`config.mk`:
```
export PLATFORM = sky130hd
export DESIGN_NAME = crono_ctrl
export DESIGN_NICKNAME = d
export VERILOG_FILES = /design/src/rtl/crono_ctrl.sv
export SDC_FILE = /design/constraint.sdc
export NUM_CORES = 1
export LEC_CHECK = 0
export CAP_MARGIN = 15
export CORE_MARGIN = 2
export CORE_UTILIZATION = 50
export CTS_BUF_LIST = sky130_fd_sc_hd__clkbuf_16
export CTS_CLUSTER_SIZE = 10
export DETAILED_ROUTE_END_ITERATION = 16
export PLACE_DENSITY = 0.8
export SYNTH_ARGS = -nofsm -noshare
export SYNTH_HDL_FRONTEND = slang
export SYNTH_SLANG_ARGS = --single-unit
```
`constraint.sdc`:
```
create_clock -name clk -period 2.6 [get_ports clk]
set_input_delay 0.26 -clock clk [delete_from_list [all_inputs] [get_ports clk]]
set_output_delay 0.26 -clock clk [all_outputs]
set_load 0.01 [all_outputs]
```
`src/rtl/crono_ctrl.sv`:
```
// crono_ctrl: control sequencer for the stopwatch/timer seconds counter.
//
// Converts the start/pause and clear buttons into load, enable and
// direction strobes for an external seconds counter. Generates the 1 s tick
// from a prescaler, watches the fed-back counter value for the terminal
// count, and raises done/alarm.
//
// Ports:
//   clk, rst_n          clock (rising edge), async active-low reset
//   btn_start           start/pause button (debounced, synchronous)
//   btn_clear           clear button (debounced, synchronous)
//   sel                 mode: 0 stopwatch (count up), 1 timer (count down)
//   tempo[W]            stopwatch limit / timer preset
//   cnt_value[W]        current counter value from the datapath
//   cnt_load            one-cycle load strobe (LOAD state)
//   load_value[W]       latched tempo in timer mode, otherwise 0
//   cnt_en              one-cycle step strobe (1 s tick in RUN)
//   cnt_up              count direction, NOT latched sel
//   running, paused     state flags for RUN / PAUSE
//   done                one-cycle pulse on entry to DONE
//   alarm               high while in DONE
//   state[3]            FSM state for debug (IDLE=0 .. DONE=4)

module crono_ctrl #(
  parameter int unsigned TICKS_PER_SEC = 32'd50000000,
  parameter int unsigned W             = 32'd8
) (
  input  logic         clk,
  input  logic         rst_n,
  input  logic         btn_start,
  input  logic         btn_clear,
  input  logic         sel,
  input  logic [W-1:0] tempo,
  input  logic [W-1:0] cnt_value,
  output logic         cnt_load,
  output logic [W-1:0] load_value,
  output logic         cnt_en,
  output logic         cnt_up,
  output logic         running,
  output logic         paused,
  output logic         done,
  output logic         alarm,
  output logic [2:0]   state
);

  localparam int unsigned PW = (TICKS_PER_SEC > 32'd1) ? $clog2(TICKS_PER_SEC) : 32'd1;
  localparam logic [PW-1:0] PRESC_MAX = PW'(TICKS_PER_SEC - 32'd1);
  localparam logic [PW-1:0] PRESC_ONE = PW'(32'd1);

  typedef enum logic [2:0] {
    ST_IDLE  = 3'd0,
    ST_LOAD  = 3'd1,
    ST_RUN   = 3'd2,
    ST_PAUSE = 3'd3,
    ST_DONE  = 3'd4
  } state_e;

  state_e        state_q, state_d;
  logic [PW-1:0] presc_q, presc_d;
  logic          sel_l_q, sel_l_d;
  logic [W-1:0]  tempo_l_q, tempo_l_d;
  logic          from_clr_q, from_clr_d;
  logic          done_q, done_d;
  logic          start_q, clear_q, armed_q;

  logic          start_ev_s, clear_ev_s, term_s, tick_s, cnt_en_s;
  logic [W-1:0]  target_s;

  // armed_q blocks edge detection for the first cycle after reset, so a
  // button already held while reset is released is not taken as a press.
  assign start_ev_s = btn_start & ~start_q & armed_q;
  assign clear_ev_s = btn_clear & ~clear_q & armed_q;

  // Stopwatch stops at the limit, timer stops at zero.
  assign target_s = sel_l_q ? {W{1'b0}} : tempo_l_q;
  assign term_s   = (cnt_value == target_s);
  assign tick_s   = (presc_q == PRESC_MAX);

  // Button history registers for rising-edge detection.
  always_ff @(posedge clk or negedge rst_n) begin
    if (!rst_n) begin
      start_q <= 1'b0;
      clear_q <= 1'b0;
      armed_q <= 1'b0;
    end else begin
      start_q <= btn_start;
      clear_q <= btn_clear;
      armed_q <= 1'b1;
    end
  end

  // Next-state, prescaler and latch logic; clear overrides every state.
  always_comb begin
    state_d    = state_q;
    presc_d    = presc_q;
    sel_l_d    = sel_l_q;
    tempo_l_d  = tempo_l_q;
    from_clr_d = from_clr_q;
    cnt_en_s   = 1'b0;
    if (clear_ev_s) begin
      state_d    = sel_l_q ? ST_LOAD : ST_IDLE;
      presc_d    = {PW{1'b0}};
      from_clr_d = 1'b1;
    end else begin
      case (state_q)
        ST_IDLE, ST_DONE: begin
          if (start_ev_s) begin
            sel_l_d    = sel;
            tempo_l_d  = tempo;
            from_clr_d = 1'b0;
            state_d    = ST_LOAD;
          end else begin
            state_d = state_q;
          end
        end
        ST_LOAD: begin
          presc_d = {PW{1'b0}};
          state_d = from_clr_q ? ST_IDLE : ST_RUN;
        end
        ST_RUN: begin
          // Terminal count wins over both pause and tick.
          if (term_s) begin
            state_d = ST_DONE;
          end else if (start_ev_s) begin
            state_d = ST_PAUSE;
          end else if (tick_s) begin
            presc_d  = {PW{1'b0}};
            cnt_en_s = 1'b1;
          end else begin
            presc_d = presc_q + PRESC_ONE;
          end
        end
        ST_PAUSE: begin
          if (start_ev_s) begin
            state_d = ST_RUN;
          end else begin
            state_d = ST_PAUSE;
          end
        end
        default: begin
          state_d = ST_IDLE;
        end
      endcase
    end
    done_d = (state_d == ST_DONE) && (state_q != ST_DONE);
  end

  // FSM state, prescaler, latched setup and done pulse registers.
  always_ff @(posedge clk or negedge rst_n) begin
    if (!rst_n) begin
      state_q    <= ST_IDLE;
      presc_q    <= {PW{1'b0}};
      sel_l_q    <= 1'b0;
      tempo_l_q  <= {W{1'b0}};
      from_clr_q <= 1'b0;
      done_q     <= 1'b0;
    end else begin
      state_q    <= state_d;
      presc_q    <= presc_d;
      sel_l_q    <= sel_l_d;
      tempo_l_q  <= tempo_l_d;
      from_clr_q <= from_clr_d;
      done_q     <= done_d;
    end
  end

  assign cnt_load   = (state_q == ST_LOAD);
  assign load_value = sel_l_q ? tempo_l_q : {W{1'b0}};
  assign cnt_en     = cnt_en_s;
  assign cnt_up     = ~sel_l_q;
  assign running    = (state_q == ST_RUN);
  assign paused     = (state_q == ST_PAUSE);
  assign alarm      = (state_q == ST_DONE);
  assign done       = done_q;
  assign state      = state_q;

endmodule
```
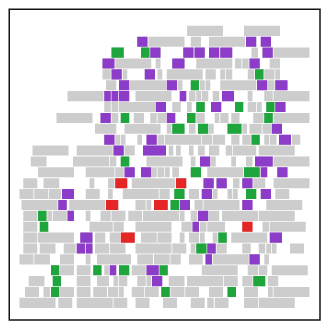
Figure 1: run 1, selected gate families.
Scale: 4 px per um.
- green: AND and OR gates (cells 33; most used and2_1; where all over the die)
- red: AND-OR and OR-AND gates (cells 6; most used o21a_1)
- purple: inverting AOI/OAI gates (cells 62; most used o31ai_1)
multi-input combinational area share: 45.1%
most numerous logic cell after layout: dfrtp_1
Post-Layout Cell Count: 407

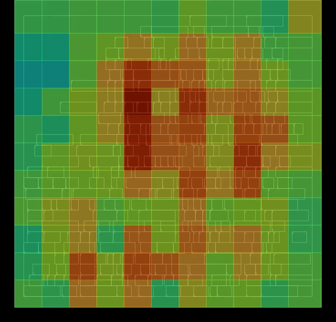
Figure 2: run 1, congestion heat map.
met1 usage: 31.5%
wire length per cell: 17.1 um
met2 global-route usage: 40.3%

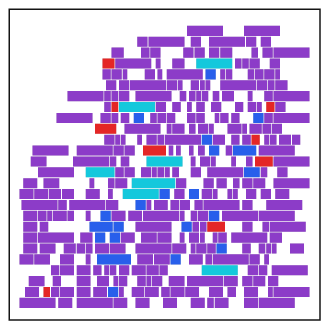
Figure 3: run 1, drive-strength map.
Scale: 4 px per um.
- cyan: _6 and larger (cells 7; share 2.1%)
- red: _2 cells (cells 9; share 2.7%)
- blue: _3 and _4 cells (cells 21; share 6.2%)
- purple: _0 and _1 cells (cells 300; share 89%)
setup ws final: 187 ps
Area Overhead vs Synth: 26.2%
post-route cell area: 3390 sq um

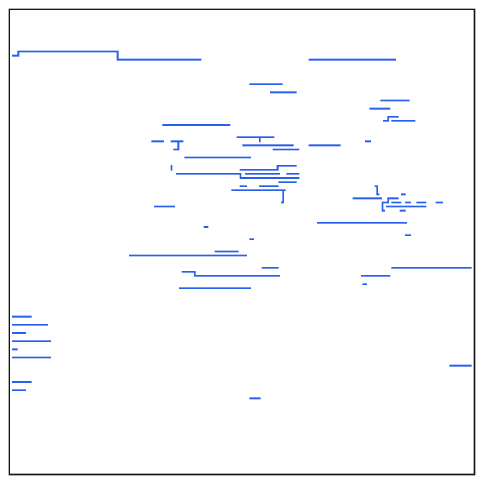
Figure 4: run 1, metal 3.
Scale: 6 px per um.
- longest straight run: 19.3 um
- nets with wire on the layer: 43
- wire length on this layer: 329 um
final wirelength: 6960 um
routing usage on met3: 3.29%
via count: 2,537

-- run 1: how the worst max path moves through the flow --
stage                              endpoint  cells past startpoint  slack [ps]                   start
detailed placement                   cnt_en                      7          60            cnt_value[7]
global placement                     cnt_en                      7          80            cnt_value[7]
CTS                                  cnt_en                      5         190     sel_l_q$_DFFE_PN0P_
floorplan           presc_q[13]$_DFFE_PN0P_                      8         370      state[0]$_DFF_PN0_
global route                         cnt_en                      7          70  presc_q[0]$_DFFE_PN0P_
finish                               cnt_en                      7         190  presc_q[1]$_DFFE_PN0P_
-- run 1: critical path, stage by stage, from the launching register on --
cell and delay, ps:
dfrtp_1 420, ha_2 250, and3_1 190, nand2_1 130, nor4_1 320, nand2_1 90, nor3_1 170, dlygate4sd2_1 290
==> metrics.cfg, run 1 <==
[sta]
rsz0062_at_grt=no
tightest_slew_ps=984

[yosys]
synth_area_sq_um=2690
yosys-top-cells-count=43 x dfrtp_1, 30 x o31ai_1, 24 x nand2_1
synth-area-yosys_sq_um=2690
yosys.stat.seqShare_pct=40.1

[floorplan]
io_pins=39
die_area_sq_um=5980

[power_and_ir_drop]
pg_clk_uw=705
powerComb_uw=1150
p_clk_share_pct=25.3

[cells_and_area]
layout.area.comb_sq_um=1530
regArea_sq_um=1080

[critical_path]
r2r_setup_slack_ps=260
arrival_ps=2150

[routing]
first_pass_iters=5
dr_wl_met3_um=328

[clock_tree]
cts_setup_buffers=0

[placed_design]
placed_area_sq_um=3220

[status]
outcome=finished clean

--- run 2 (diff from run 1) ---
--- a/config.mk
+++ b/config.mk
@@ -6,6 +6,7 @@
 export NUM_CORES = 1
 export LEC_CHECK = 0
 export CAP_MARGIN = 15
+export CORE_ASPECT_RATIO = 0.75
 export CORE_MARGIN = 2
 export CORE_UTILIZATION = 50
 export CTS_BUF_LIST = sky130_fd_sc_hd__clkbuf_16
==> metrics.cfg, run 2 <==
[status]
outcome=finished clean

[cells_and_area]
buffers=64
nFillCells=411
seq_cell_count=43
area_growth_pct=28.8
mostFrequentLayoutCell=dfrtp_1
layout.area.comb_sq_um=1530
regArea_sq_um=1080

[critical_path]
arrival_ps=2180
cp-endpoint=cnt_en
path_max_fanout=10
slowest_stage=or4_1
r2r_setup_slack_ps=210
path_depth=5
slowest_delay_ps=540
crit_start=sel_l_q$_DFFE_PN0P_
path_cells=or4_1, a32o_1, nor3_4, nor3_1, dlygate4sd2_1
crit_family=simple AND/OR/NAND/NOR gates
crit_buf_inv=1
rr_startpoint=sel_l_q$_DFFE_PN0P_

[yosys]
synth-area-yosys_sq_um=2690
ys_sh_adder_pct=0.466
ys_sh_mux_pct=4.52
yosys.stat.seqShare_pct=40.1
synth_top_cell_by_area=dfrtp_1
synthCells=287
yosys-top-cells-count=43 x dfrtp_1, 30 x o31ai_1, 24 x nand2_1
synth_area_sq_um=2690
synthMostInstantiatedCell=dfrtp_1
ys_cells=287

[floorplan]
io_pins=39
fp.dieH_um=67.5
die_area_sq_um=5980

[routing]
dr_wl_met3_um=564
first_pass_iters=5

[sta]
drv_slew=0
tightest_slew_ps=945
rsz0062_at_grt=no

[clock_tree]
cts_sinks=43
clk_latency_ps=280
cts_tree=yes

[power_and_ir_drop]
p_leak_uw=0.00143

[min_path]
hold_class=in -> async

[global_route]
grt_pass1_vias=2530

-- run 2: per-stage QoR --
step	cells	hold WS, ps	instance area [sq um]	setup slack, ps	setup TNS [ps]
6_report	420	124	3460	157	0
5_1_grt	420	205	3460	45.0	0
4_1_cts	420	157	3460	186	0
3_5_place_dp	409	461	3270	-0.672	-0.672
3_3_place_gp	409	450	3270	59.2	0
2_1_floorplan	287	-35.6	2690	369	0
-- run 2: power breakdown --
| group | total, uW | internal, uW | switching (uW) |
|---|---|---|---|
| Clock | 712 | 453 | 260 |
| Combinational | 1180 | 570 | 607 |
| Sequential | 943 | 780 | 164 |
| Total | 2830 | 1800 | 1030 |
-- run 2: timing repair --
item,CTS,global route
endpoints found under the setup margin,1,0
gates resized,2,0
setup buffers,3,0
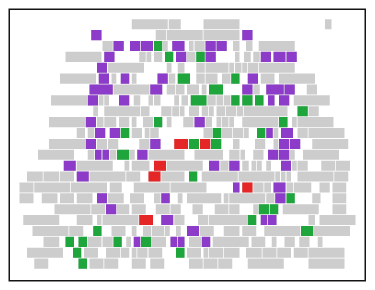
Figure 5: run 2, selected gate families.
Scale: 4 px per um.
- green: AND and OR gates (cells 33; most used and2_1)
- purple: inverting AOI/OAI gates (cells 62; most used o31ai_1)
- red: AND-OR and OR-AND gates (cells 6; most used o21a_1; where middle)
multi-input combinational area share: 44.1%
Post-Layout Cell Count: 420

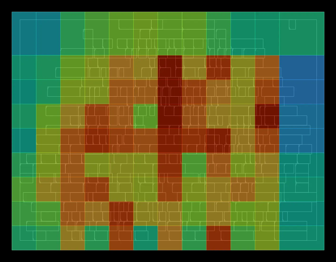
Figure 6: run 2, congestion heat map.
met2 global-route usage: 41.3%
wire length per cell: 17.6 um
routing usage on met3: 5.87%
met1 usage: 37.1%

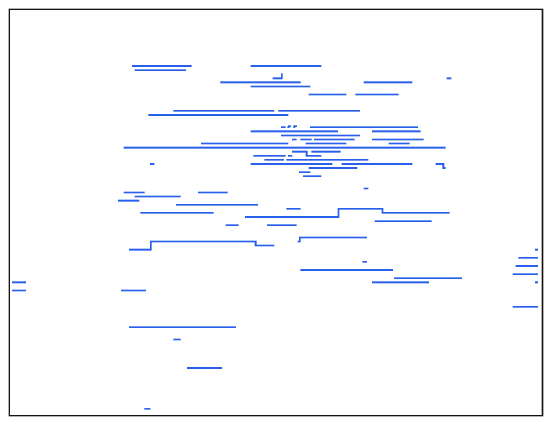
Figure 7: run 2, metal 3.
Scale: 6 px per um.
- nets with wire on the layer: 54
- wire length on this layer: 565 um
- longest straight run: 53.4 um
- share of all routed wire: 7.7%
- main direction: horizontal
final wirelength: 7380 um
via count: 2,691

--- run 3 (diff from run 2) ---
--- a/config.mk
+++ b/config.mk
@@ -12,7 +12,8 @@
 export CTS_BUF_LIST = sky130_fd_sc_hd__clkbuf_16
 export CTS_CLUSTER_SIZE = 10
 export DETAILED_ROUTE_END_ITERATION = 16
-export PLACE_DENSITY = 0.8
+export DONT_BUFFER_PORTS = 1
+export PLACE_DENSITY = 0.71
 export SYNTH_ARGS = -nofsm -noshare
 export SYNTH_HDL_FRONTEND = slang
 export SYNTH_SLANG_ARGS = --single-unit
==> metrics.cfg, run 3 <==
[status]
outcome=finished clean

[yosys]
synth-area-yosys_sq_um=2690
yosys-top-cells-count=43 x dfrtp_1, 30 x o31ai_1, 24 x nand2_1
synth_top_cell_by_area=dfrtp_1
synthMostInstantiatedCell=dfrtp_1
ys_cells=287
synth_area_sq_um=2690

[placed_design]
placed_area_sq_um=2790
dp_cells=359
pre_cts_ws_ps=195

[critical_path]
arrival_ps=2150
r2r_setup_slack_ps=190
slowest_delay_ps=490
crit_start=sel_l_q$_DFFE_PN0P_
crit_buf_inv=2
crit_family=AND-OR/OR-AND gates
slowest_stage=dfrtp_1

[power_and_ir_drop]
seq_power_uw=951
p_switching_uw=977
power_frac_seq_pct=38.4
power_leader=registers
pg_clk_uw=617
p_comb_share_pct=36.6
p_clk_share_pct=24.9

[floorplan]
die_area_sq_um=5980
io_pins=39

[routing]
wl_per_cell_um=18.0

[global_route]
gr-usage-met3_pct=4.28

[cells_and_area]
mostFrequentLayoutCell=dfrtp_1
layout.area.comb_sq_um=1530
regArea_sq_um=1080

[sta]
tightest_slew_ps=500
timing.hold.ws_ps=100
final.setup.tns_ps=0

[clock_tree]
cts_sinks=43
clk_latency_ps=290
cts_setup_buffers=0

## run 3: cell types whose count changed in the layout (fill, tap and decap cells not counted), sizes merged
cell,previous run,this run
clkdlybuf4s50,36,0
buf,27,12
dlygate4sd3,0,3
bufinv,1,0
clkinvlp,0,1
dlygate4sd2,1,0
## run 3: logic make-up after synthesis
kind of cell    share of synthesized area, %
compound gates                          19.2
xor+xnor                                1.30
fa+ha+maj                              0.466
buf+inv                                 3.45
flops                                   40.1
mux                                     4.52
other cells                            0.140
simple gates                            30.8
## run 3: what timing repair did
action / CTS / global route
hold endpoints to repair: 45 / 0
resized: 0 / 2
setup endpoints to repair: 0 / 1
hold buffers: 4 / 0
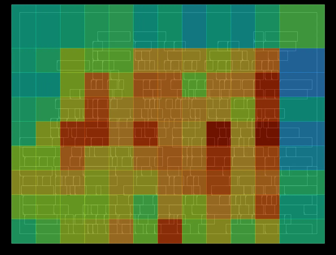
Figure 8: run 3, congestion heat map.
Tot GR Track Use: 24.8%
fin util: 56.8%
met2 global-route usage: 36.2%
met1 usage: 36.8%

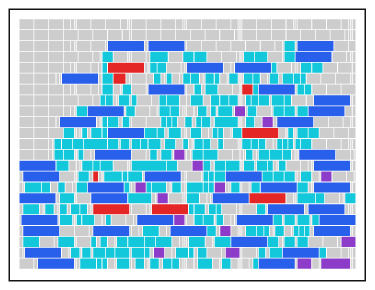
Figure 9: run 3, placement by cell class.
Scale: 4 px per um. Fill, decap, tap and diode cells in grey.
- red: clock drivers and dummy loads (cells 8)
- cyan: combinational and other logic (cells 230)
- blue: flops (cells 43)
- purple: other buffers and delay cells (cells 15)
CORE AREA: 5270 sq um
flop share of the area: 36.0%
Cell Rows: 23

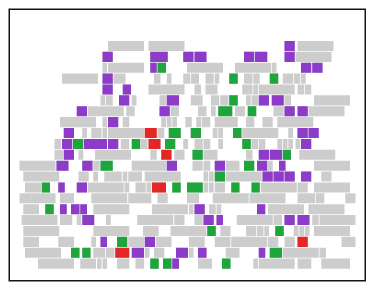
Figure 10: run 3, selected gate families.
Scale: 4 px per um.
- green: AND and OR gates (cells 33; most used and2_1)
- purple: inverting AOI/OAI gates (cells 62; most used o31ai_1; where all over the die)
- red: AND-OR and OR-AND gates (cells 6; most used o21a_1)
multi-input combinational area share: 51.2%
Post-Layout Cell Count: 371

Power figures rest on the tool's default switching activity, not on a simulated workload.
